--- src/rtl/robot_pkg.sv ---
// Shared definitions for the wall-following cleaning robot controller.
package robot_pkg;

    localparam int DEF_ROWS = 10;
    localparam int DEF_COLS = 20;

    typedef enum logic [1:0] {
        OR_NORTH = 2'b00,
        OR_SOUTH = 2'b01,
        OR_EAST  = 2'b10,
        OR_WEST  = 2'b11
    } orient_t;

    typedef enum logic [1:0] {
        ST_SEARCH      = 2'b00,
        ST_FOLLOW      = 2'b01,
        ST_TURNED_LEFT = 2'b10,
        ST_CLEAN       = 2'b11
    } ctrl_state_t;

    // Clockwise rotation: N -> E -> S -> W -> N
    function automatic orient_t turn_right(input orient_t o);
        case (o)
            OR_NORTH: return OR_EAST;
            OR_EAST:  return OR_SOUTH;
            OR_SOUTH: return OR_WEST;
            default:  return OR_NORTH;
        endcase
    endfunction

    // Counter-clockwise rotation: N -> W -> S -> E -> N
    function automatic orient_t turn_left(input orient_t o);
        case (o)
            OR_NORTH: return OR_WEST;
            OR_WEST:  return OR_SOUTH;
            OR_SOUTH: return OR_EAST;
            default:  return OR_NORTH;
        endcase
    endfunction

endpackage

--- src/rtl/robot_pos_step.sv ---
// Combinational position stepper: the cell straight ahead plus flags saying
// whether the cell ahead / to the left lies outside the map.
module robot_pos_step
    import robot_pkg::*;
#(
    parameter int ROWS = DEF_ROWS,
    parameter int COLS = DEF_COLS
) (
    input  logic [5:0] row,
    input  logic [5:0] col,
    input  logic [1:0] orient,
    output logic [5:0] fwd_row,
    output logic [5:0] fwd_col,
    output logic       edge_ahead,
    output logic       edge_left
);

    localparam logic [5:0] LAST_ROW = 6'(ROWS);
    localparam logic [5:0] LAST_COL = 6'(COLS);

    // Forward cell is only used when edge_ahead is clear, so wrap at an edge is harmless
    always_comb begin
        fwd_row    = row;
        fwd_col    = col;
        edge_ahead = 1'b0;
        edge_left  = 1'b0;
        case (orient_t'(orient))
            OR_NORTH: begin
                fwd_row    = row - 6'd1;
                edge_ahead = (row <= 6'd1);
                edge_left  = (col <= 6'd1);
            end
            OR_SOUTH: begin
                fwd_row    = row + 6'd1;
                edge_ahead = (row >= LAST_ROW);
                edge_left  = (col >= LAST_COL);
            end
            OR_EAST: begin
                fwd_col    = col + 6'd1;
                edge_ahead = (col >= LAST_COL);
                edge_left  = (row <= 6'd1);
            end
            default: begin
                fwd_col    = col - 6'd1;
                edge_ahead = (col <= 6'd1);
                edge_left  = (row >= LAST_ROW);
            end
        endcase
    end

endmodule

--- src/rtl/robot_controller.sv ---
// Left-hand wall-following robot with cleaning stops, move counter and
// stuck detection. One action per tick; map edges behave as obstacles.
module robot_controller
    import robot_pkg::*;
#(
    parameter int         ROWS         = DEF_ROWS,
    parameter int         COLS         = DEF_COLS,
    parameter int         START_ROW    = 10,
    parameter int         START_COL    = 1,
    parameter logic [1:0] START_ORIENT = 2'b00
) (
    input  logic        clock,
    input  logic        reset,
    input  logic        tick,
    input  logic        head,
    input  logic        left,
    input  logic        under,
    input  logic        clean_ack,
    output logic [5:0]  robot_row,
    output logic [5:0]  robot_column,
    output logic [1:0]  robot_orientation,
    output logic        clean_req,
    output logic [15:0] move_count,
    output logic        stuck
);

    logic [5:0]  row_q, row_d, col_q, col_d;
    orient_t     orient_q, orient_d;
    ctrl_state_t state_q, state_d, saved_q, saved_d;
    logic        clean_req_q, clean_req_d;
    logic [15:0] move_count_q, move_count_d;
    logic [2:0]  turn_cnt_q, turn_cnt_d;
    logic        stuck_q, stuck_d;

    logic [5:0]  fwd_row, fwd_col;
    logic        edge_ahead, edge_left;
    logic        eff_head, eff_left;
    logic        do_fwd, do_right, do_left;

    robot_pos_step #(.ROWS(ROWS), .COLS(COLS)) u_step (
        .row        (row_q),
        .col        (col_q),
        .orient     (orient_q),
        .fwd_row    (fwd_row),
        .fwd_col    (fwd_col),
        .edge_ahead (edge_ahead),
        .edge_left  (edge_left)
    );

    // State register: everything returns to the start pose on reset
    always_ff @(posedge clock or posedge reset) begin
        if (reset) begin
            row_q        <= 6'(START_ROW);
            col_q        <= 6'(START_COL);
            orient_q     <= orient_t'(START_ORIENT);
            state_q      <= ST_SEARCH;
            saved_q      <= ST_SEARCH;
            clean_req_q  <= 1'b0;
            move_count_q <= '0;
            turn_cnt_q   <= '0;
            stuck_q      <= 1'b0;
        end else begin
            row_q        <= row_d;
            col_q        <= col_d;
            orient_q     <= orient_d;
            state_q      <= state_d;
            saved_q      <= saved_d;
            clean_req_q  <= clean_req_d;
            move_count_q <= move_count_d;
            turn_cnt_q   <= turn_cnt_d;
            stuck_q      <= stuck_d;
        end
    end

    // Next state: dirt check first, then the wall-following rules pick one action
    always_comb begin
        row_d        = row_q;
        col_d        = col_q;
        orient_d     = orient_q;
        state_d      = state_q;
        saved_d      = saved_q;
        clean_req_d  = clean_req_q;
        move_count_d = move_count_q;
        turn_cnt_d   = turn_cnt_q;
        stuck_d      = stuck_q;
        do_fwd       = 1'b0;
        do_right     = 1'b0;
        do_left      = 1'b0;
        eff_head     = head | edge_ahead;
        eff_left     = left | edge_left;

        if (state_q == ST_CLEAN) begin
            // Ticks are ignored while cleaning; only the ack releases us
            if (clean_ack) begin
                clean_req_d = 1'b0;
                state_d     = saved_q;
            end
        end else if (tick) begin
            if (under) begin
                saved_d     = state_q;
                state_d     = ST_CLEAN;
                clean_req_d = 1'b1;
            end else begin
                case (state_q)
                    ST_SEARCH: begin
                        if (eff_head) begin
                            do_right = 1'b1;
                            state_d  = ST_FOLLOW;
                        end else begin
                            do_fwd = 1'b1;
                        end
                    end
                    ST_FOLLOW: begin
                        if (!eff_left) begin
                            do_left = 1'b1;
                            state_d = ST_TURNED_LEFT;
                        end else if (!eff_head) begin
                            do_fwd = 1'b1;
                        end else begin
                            do_right = 1'b1;
                        end
                    end
                    ST_TURNED_LEFT: begin
                        state_d  = ST_FOLLOW;
                        do_fwd   = !eff_head;
                        do_right = eff_head;
                    end
                    default: ;
                endcase
            end
        end

        if (do_fwd) begin
            row_d      = fwd_row;
            col_d      = fwd_col;
            turn_cnt_d = '0;
            if (move_count_q != 16'hFFFF)
                move_count_d = move_count_q + 16'd1;
        end
        if (do_right) begin
            orient_d = turn_right(orient_q);
            // Counter holds at 4 once a full spin in place has been seen
            if (turn_cnt_q >= 3'd3) begin
                turn_cnt_d = 3'd4;
                stuck_d    = 1'b1;
            end else begin
                turn_cnt_d = turn_cnt_q + 3'd1;
            end
        end
        if (do_left) begin
            orient_d   = turn_left(orient_q);
            turn_cnt_d = '0;
        end
    end

    // Outputs come straight from the registers
    always_comb begin
        robot_row         = row_q;
        robot_column      = col_q;
        robot_orientation = orient_q;
        clean_req         = clean_req_q;
        move_count        = move_count_q;
        stuck             = stuck_q;
    end

endmodule

--- config.mk ---
export PLATFORM = sky130hd
export DESIGN_NAME = robot_controller
export DESIGN_NICKNAME = d
export VERILOG_FILES = /design/src/rtl/robot_pkg.sv /design/src/rtl/robot_pos_step.sv /design/src/rtl/robot_controller.sv
export SDC_FILE = /design/constraint.sdc
export NUM_CORES = 1
export LEC_CHECK = 0
export CAP_MARGIN = 10
export CORE_ASPECT_RATIO = 0.8
export CORE_MARGIN = 2
export CORE_UTILIZATION = 40
export CTS_CLUSTER_SIZE = 10
export DETAILED_ROUTE_END_ITERATION = 7
export PLACE_DENSITY = 0.76
export SLEW_MARGIN = 20
export SYNTH_ARGS = -nofsm -noshare
export SYNTH_HDL_FRONTEND = slang
export SYNTH_SLANG_ARGS = --single-unit
--- constraint.sdc ---
create_clock -name clock -period 2.4 [get_ports clock]
set_input_delay 0.6 -clock clock [delete_from_list [all_inputs] [get_ports clock]]
set_output_delay 0.6 -clock clock [all_outputs]
set_load 0.02 [all_outputs]
Run 1, sizing map:
(6 px per um)
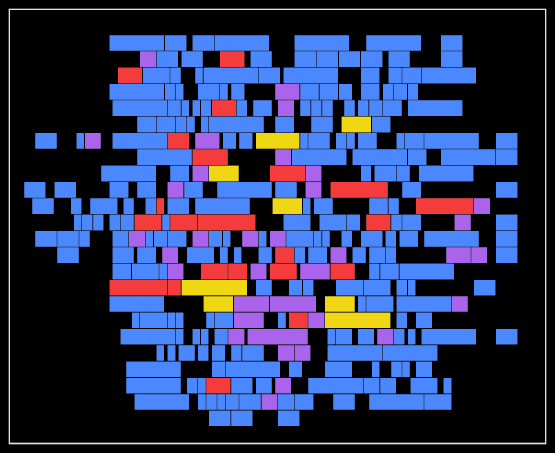
Key: yellow = drive 6 and up [cells 8, most used clkbuf_8]; blue = drive 1 or less [cells 234, most used clkdlybuf4s50_1]; red = drive 2 [cells 22, most used mux2_2]; purple = drive 3 to 4 [cells 35, most used buf_4]
Area Overhead vs Synth: 37.3%
final instance area: 3190 um2
Final WS setup: 0.0689 ns

Run 1, placement view:
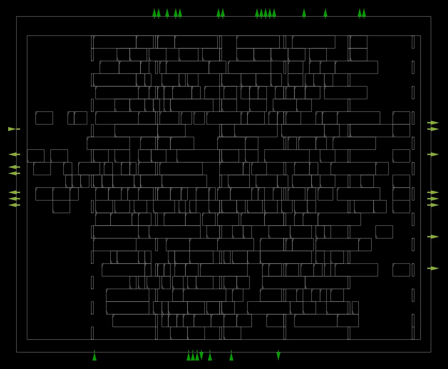
filler instances: 482
Flops: 39
final std cells w/o fill: 377
Core ar.: 5530 um2
site row count: 24

==> summary.txt, run 1 <==
run results: Initial DRT Pass Iterations 4, FFs w/ async S/R, synth 100%, fa+ha+maj area frac 7.55%, Synth top cell by count dfrtp_1, FF-to-FF End move_count[8]$_DFFE_PP0P_, Largest logic family simple AND/OR/NAND/NOR gates, clk sinks 39, Die Ht 72.1 um, met3 wire len 175 um, port bufs 38, Net Switching 0.00133 W, RSZ-0062 raised after global routing no, clock slew at the register clock pins of the worst setup and hold paths 0.08 ns, Pwr Density 1090 nW/um2, CTS buffer count 5, Flop area 981 um2, nature of the critical path startpoint register, clock network power share 18.5%, I/O pin total 39, first-pass GRT wire length 8.89 mm, 1st-iter DRT viols 84, Yosys Instances 232, GR Overflow Total 0, post-DR vias/cell 5.21, FF-to-FF setup slack 0.07 ns, Routed wire per std cell 13.6 um, startpoint of the worst hold path move_count[10]$_DFFE_PP0P_, XORs/XNORs by Area 10.1%, Ys Warns 0, Top cell area share 38.8%, Well Taps 78, Post-synth top flop dfrtp_1, Max Cap Violations 0, outcome finished, final reports clean, R2R cell count 6, hold path endpoint move_count[10]$_DFFE_PP0P_, Log Warnings 35, Hold WS 0.485 ns, die area 6430 um2, cell type with the largest total area dfrtp_1, Comb/total area 41.6%, via count 1965, Pwr Total 0.00347 W, largest net degree at the start of global routing 40, logic area 1330 um2, layout cells sized above 1 21.7%, Clock-cell share 4.16%, Critical Path AT 2.51 ns, Setup crit end move_count[8]$_DFFE_PP0P_, top cells by count, synth dfrtp_1 (36), nand3_1 (20), nor2_1 (17), Comb pwr share 51.6%, hpwl dp 3.70 mm, Syn Std Cell Area 2320 um2, initial antenna violation count 0, Slew headroom 67.6%, Post-Synth Simple-Gate Area 22.1%, M1 wire length 2.49 mm, Clock Path Buffers 2, crit path DRT 2.58 ns, Setup Fix Bufs, Post-CTS 0, Final ANT Viol Nets 0, Switching Fraction 38.3%, setup violators final 0, worst-skew pair later-pin latency 0.29 ns, Post-Syn Area per Cell 10.0 um2, Post-Place Cells 369, Final Hold Fails 0, post-layout util 57.7%, non-clock inverter count 12, highest-count logic cell in the final layout clkdlybuf4s50_1, Seq area share 30.8%, leak pwr 1.40 nW, worst setup path start robot_column[4]$_DFFE_PP0P_, post-route clock skew 0.00734 ns, pre-CTS setup slack -0.0704 ns, drc violations 0, Pint 0.00214 W, biggest area cells dfrtp_1 (39%), ha_1 (7.5%), xnor2_1 (5.3%), Die X 89.2 um, fmax 0.429 GHz, top sig layer met4, register share after synthesis 42.2%, hold path depth 1, yosys stat area 2320 um2, Non-clock buffers, area share 18.9%, peak fanout along the critical path 5, Tcrit/Tclk final 97.1%, critical path class reg2reg, Buffers, non-clock 66, Synth cell types 51, Worst-Margin Slew 0.485 ns, commonest non-fill, non-tap cells in the layout clkdlybuf4s50_1 (38), dfrtp_1 (35), buf_4 (27), GR Util All Layers 17.7%, met2 wire length 2.39 mm, placed instance area 3000 um2, comb_multi_in 174, Routed WL 5.12 mm
Run 1, gate families picked out:
(6 px per um)
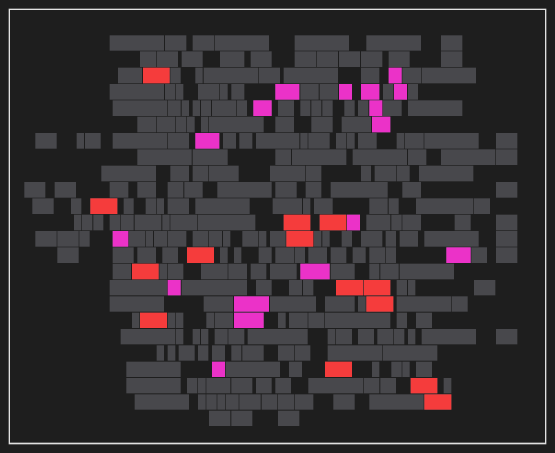
Key: magenta = AND and OR gates [cells 17]; red = adder and majority cells [cells 14]

-- run 1: critical path, cell delays in order (launching register included) --
cell and delay [ns]:
dfrtp_1 0.39, or3_4 0.40, or4b_4 0.55, nand4_4 0.13
nand4bb_4 0.17, or4_4 0.46, xnor2_2 0.14
-- run 1: power by group through the flow --
stage	clock (W)	sequential [W]	combinational, W
floorplan	0	0.00122	0.000844
global placement	0	0.00104	0.00168
detailed placement	0	0.00104	0.00171
CTS	0.000653	0.00103	0.00176
global route	0.000685	0.00107	0.00196
finish	0.000640	0.00104	0.00179
-- run 1: repair_timing --
action,in CTS,in global routing
pin swaps,0,3
resized,2,8
setup endpoints to repair,11,28
hold buffers,0,0
-- run 1: metal layers --
metal	GRT usage, %	vias up
li1	-	970
met1	24.6	945
met2	28.2	44
met3	4.10	6
met4	4.48	0
met5	0	-
==> run 1 -> run 2 <==
--- a/config.mk
+++ b/config.mk
@@ -5,7 +5,7 @@
 export SDC_FILE = /design/constraint.sdc
 export NUM_CORES = 1
 export LEC_CHECK = 0
-export CAP_MARGIN = 10
+export CAP_MARGIN = 20
 export CORE_ASPECT_RATIO = 0.8
 export CORE_MARGIN = 2
 export CORE_UTILIZATION = 40
Run 2, placement view:
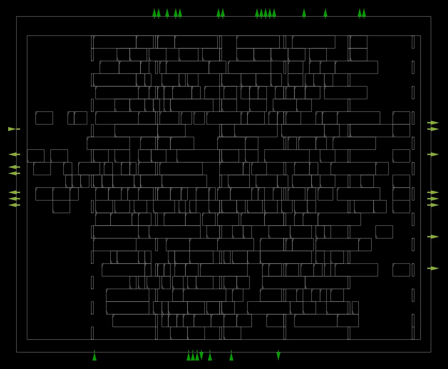
Well Taps: 78
Seq area share: 30.8%
post-layout util: 57.7%

Run 2, pin map:
(6 px per um) Pins as bars across the die edge, other pins in gray.
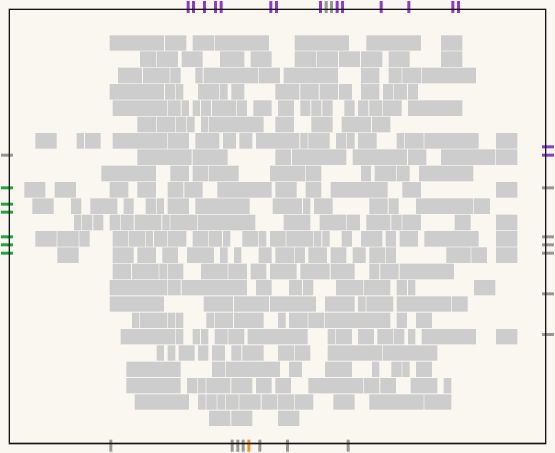
Key: green = robot_row [pins 6, direction output, edge west]; purple = move_count [pins 16, direction output, edge 14 north, 2 east]; orange = clean_req [pins 1, direction output, edge south]
All pins by edge: 16 north, 8 south, 8 east, 7 west.
Die X: 89.2 um
Die Ht: 72.1 um
port bufs: 38

==> run 2 against run 1 <==
Final cell count did not move. Critical path depth stayed put. Critical path type unchanged. Die size did not move. Hold slack unchanged. Clock skew is the same. Total power unchanged. Largest power group unchanged.
==> summary.txt, run 2 <==
run results: hold path endpoint move_count[10]$_DFFE_PP0P_, fmax 0.429 GHz (unchanged), critical path class reg2reg, Flop area 981 um2 (unchanged), top cells by count, synth dfrtp_1 (36), nand3_1 (20), nor2_1 (17), logic area 1330 um2 (unchanged), Tcrit/Tclk final 97.1% (unchanged), Routed wire per std cell 13.6 um (unchanged), startpoint of the worst hold path move_count[10]$_DFFE_PP0P_, Post-Place Cells 369 (unchanged), pre-CTS setup slack -0.0704 ns (unchanged), comb_multi_in 174 (unchanged), first-pass GRT wire length 8.89 mm (unchanged), cell type with the largest total area dfrtp_1, yosys stat area 2320 um2 (unchanged), via count 1965 (unchanged), clk sinks 39 (unchanged), Setup Fix Bufs, Post-CTS 0 (unchanged), largest net degree at the start of global routing 40 (unchanged), Clock-cell share 4.16% (unchanged), Critical Path AT 2.51 ns (about the same), Post-Syn Area per Cell 10.0 um2 (unchanged), nature of the critical path startpoint register, outcome finished, final reports clean, Comb/total area 41.6% (unchanged), Worst Path Buf+Inv 0 (unchanged), Setup crit end move_count[8]$_DFFE_PP0P_, FF-to-FF setup slack 0.07 ns (about the same), hpwl dp 3.70 mm (unchanged), RSZ-0062 raised after global routing no, layout cells sized above 1 21.7% (unchanged), Log Warnings 35 (unchanged), Ys Warns 0 (unchanged), CTS Hold Bufs 0 (unchanged), Synth top cell by count dfrtp_1, fa+ha+maj area frac 7.55% (unchanged), setup violators final 0 (unchanged), Final ANT Viol Nets 0 (unchanged), site row count 24 (unchanged), Slowest-stage cell, CP or4b_4, 1st-iter DRT viols 84 (unchanged), Syn Std Cell Area 2320 um2 (unchanged), non-clock inverter count 12 (unchanged), GR Overflow Total 0 (unchanged), Initial DRT Pass Iterations 4 (unchanged), Worst-Margin Slew 0.485 ns (unchanged), worst setup path start robot_column[4]$_DFFE_PP0P_, initial antenna violation count 0 (unchanged), Yosys Instances 232 (unchanged), leak pwr 1.40 nW (unchanged), Pwr Total 0.00347 W (unchanged), Core ar. 5530 um2 (unchanged), crit path DRT 2.58 ns (about the same), commonest non-fill, non-tap cells in the layout clkdlybuf4s50_1 (38), dfrtp_1 (35), buf_4 (27), Critical Path Stages 6 (unchanged), R2R cell count 6 (unchanged), Max Cap Violations 0 (unchanged), Final WS setup 0.0689 ns (unchanged), Largest logic family simple AND/OR/NAND/NOR gates, GR Util All Layers 17.7% (unchanged), Area Overhead vs Synth 37.3% (unchanged), biggest area cells dfrtp_1 (39%), ha_1 (7.5%), xnor2_1 (5.3%), Non-clock buffers, area share 18.9% (unchanged), filler instances 482 (unchanged)
-- run 2: power by group --
group	internal [W]	switching, W	leakage (nW)
logic	0.000868	0.000921	0.834
registers	0.000853	0.000183	0.497
clock network	0.000416	0.000225	0.0654
total	0.00214	0.00133	1.40
-- run 2: timing repair --
action,4_1_cts,5_1_grt
setup endpoints to repair,11,28
gates resized,2,8
pin swaps,0,3
endpoints found under the hold margin,0,0
-- run 2: per-stage QoR --
step	hold slack [ns]	utilization, %
floorplan	0.457	-
global placement	0.469	54.3
detailed placement	0.471	54.3
CTS	0.488	57.0
global route	0.512	57.7
finish	0.485	57.7
-- run 2: per-layer routing --
metal  share of wire, %  vias to the layer above
li1                   -                      970
met1                 49                      945
met2                 47                       44
met3                3.4                        6
met4                1.3                        0
met5                  0                        -
Power figures rest on the tool's default switching activity, not on a simulated workload.
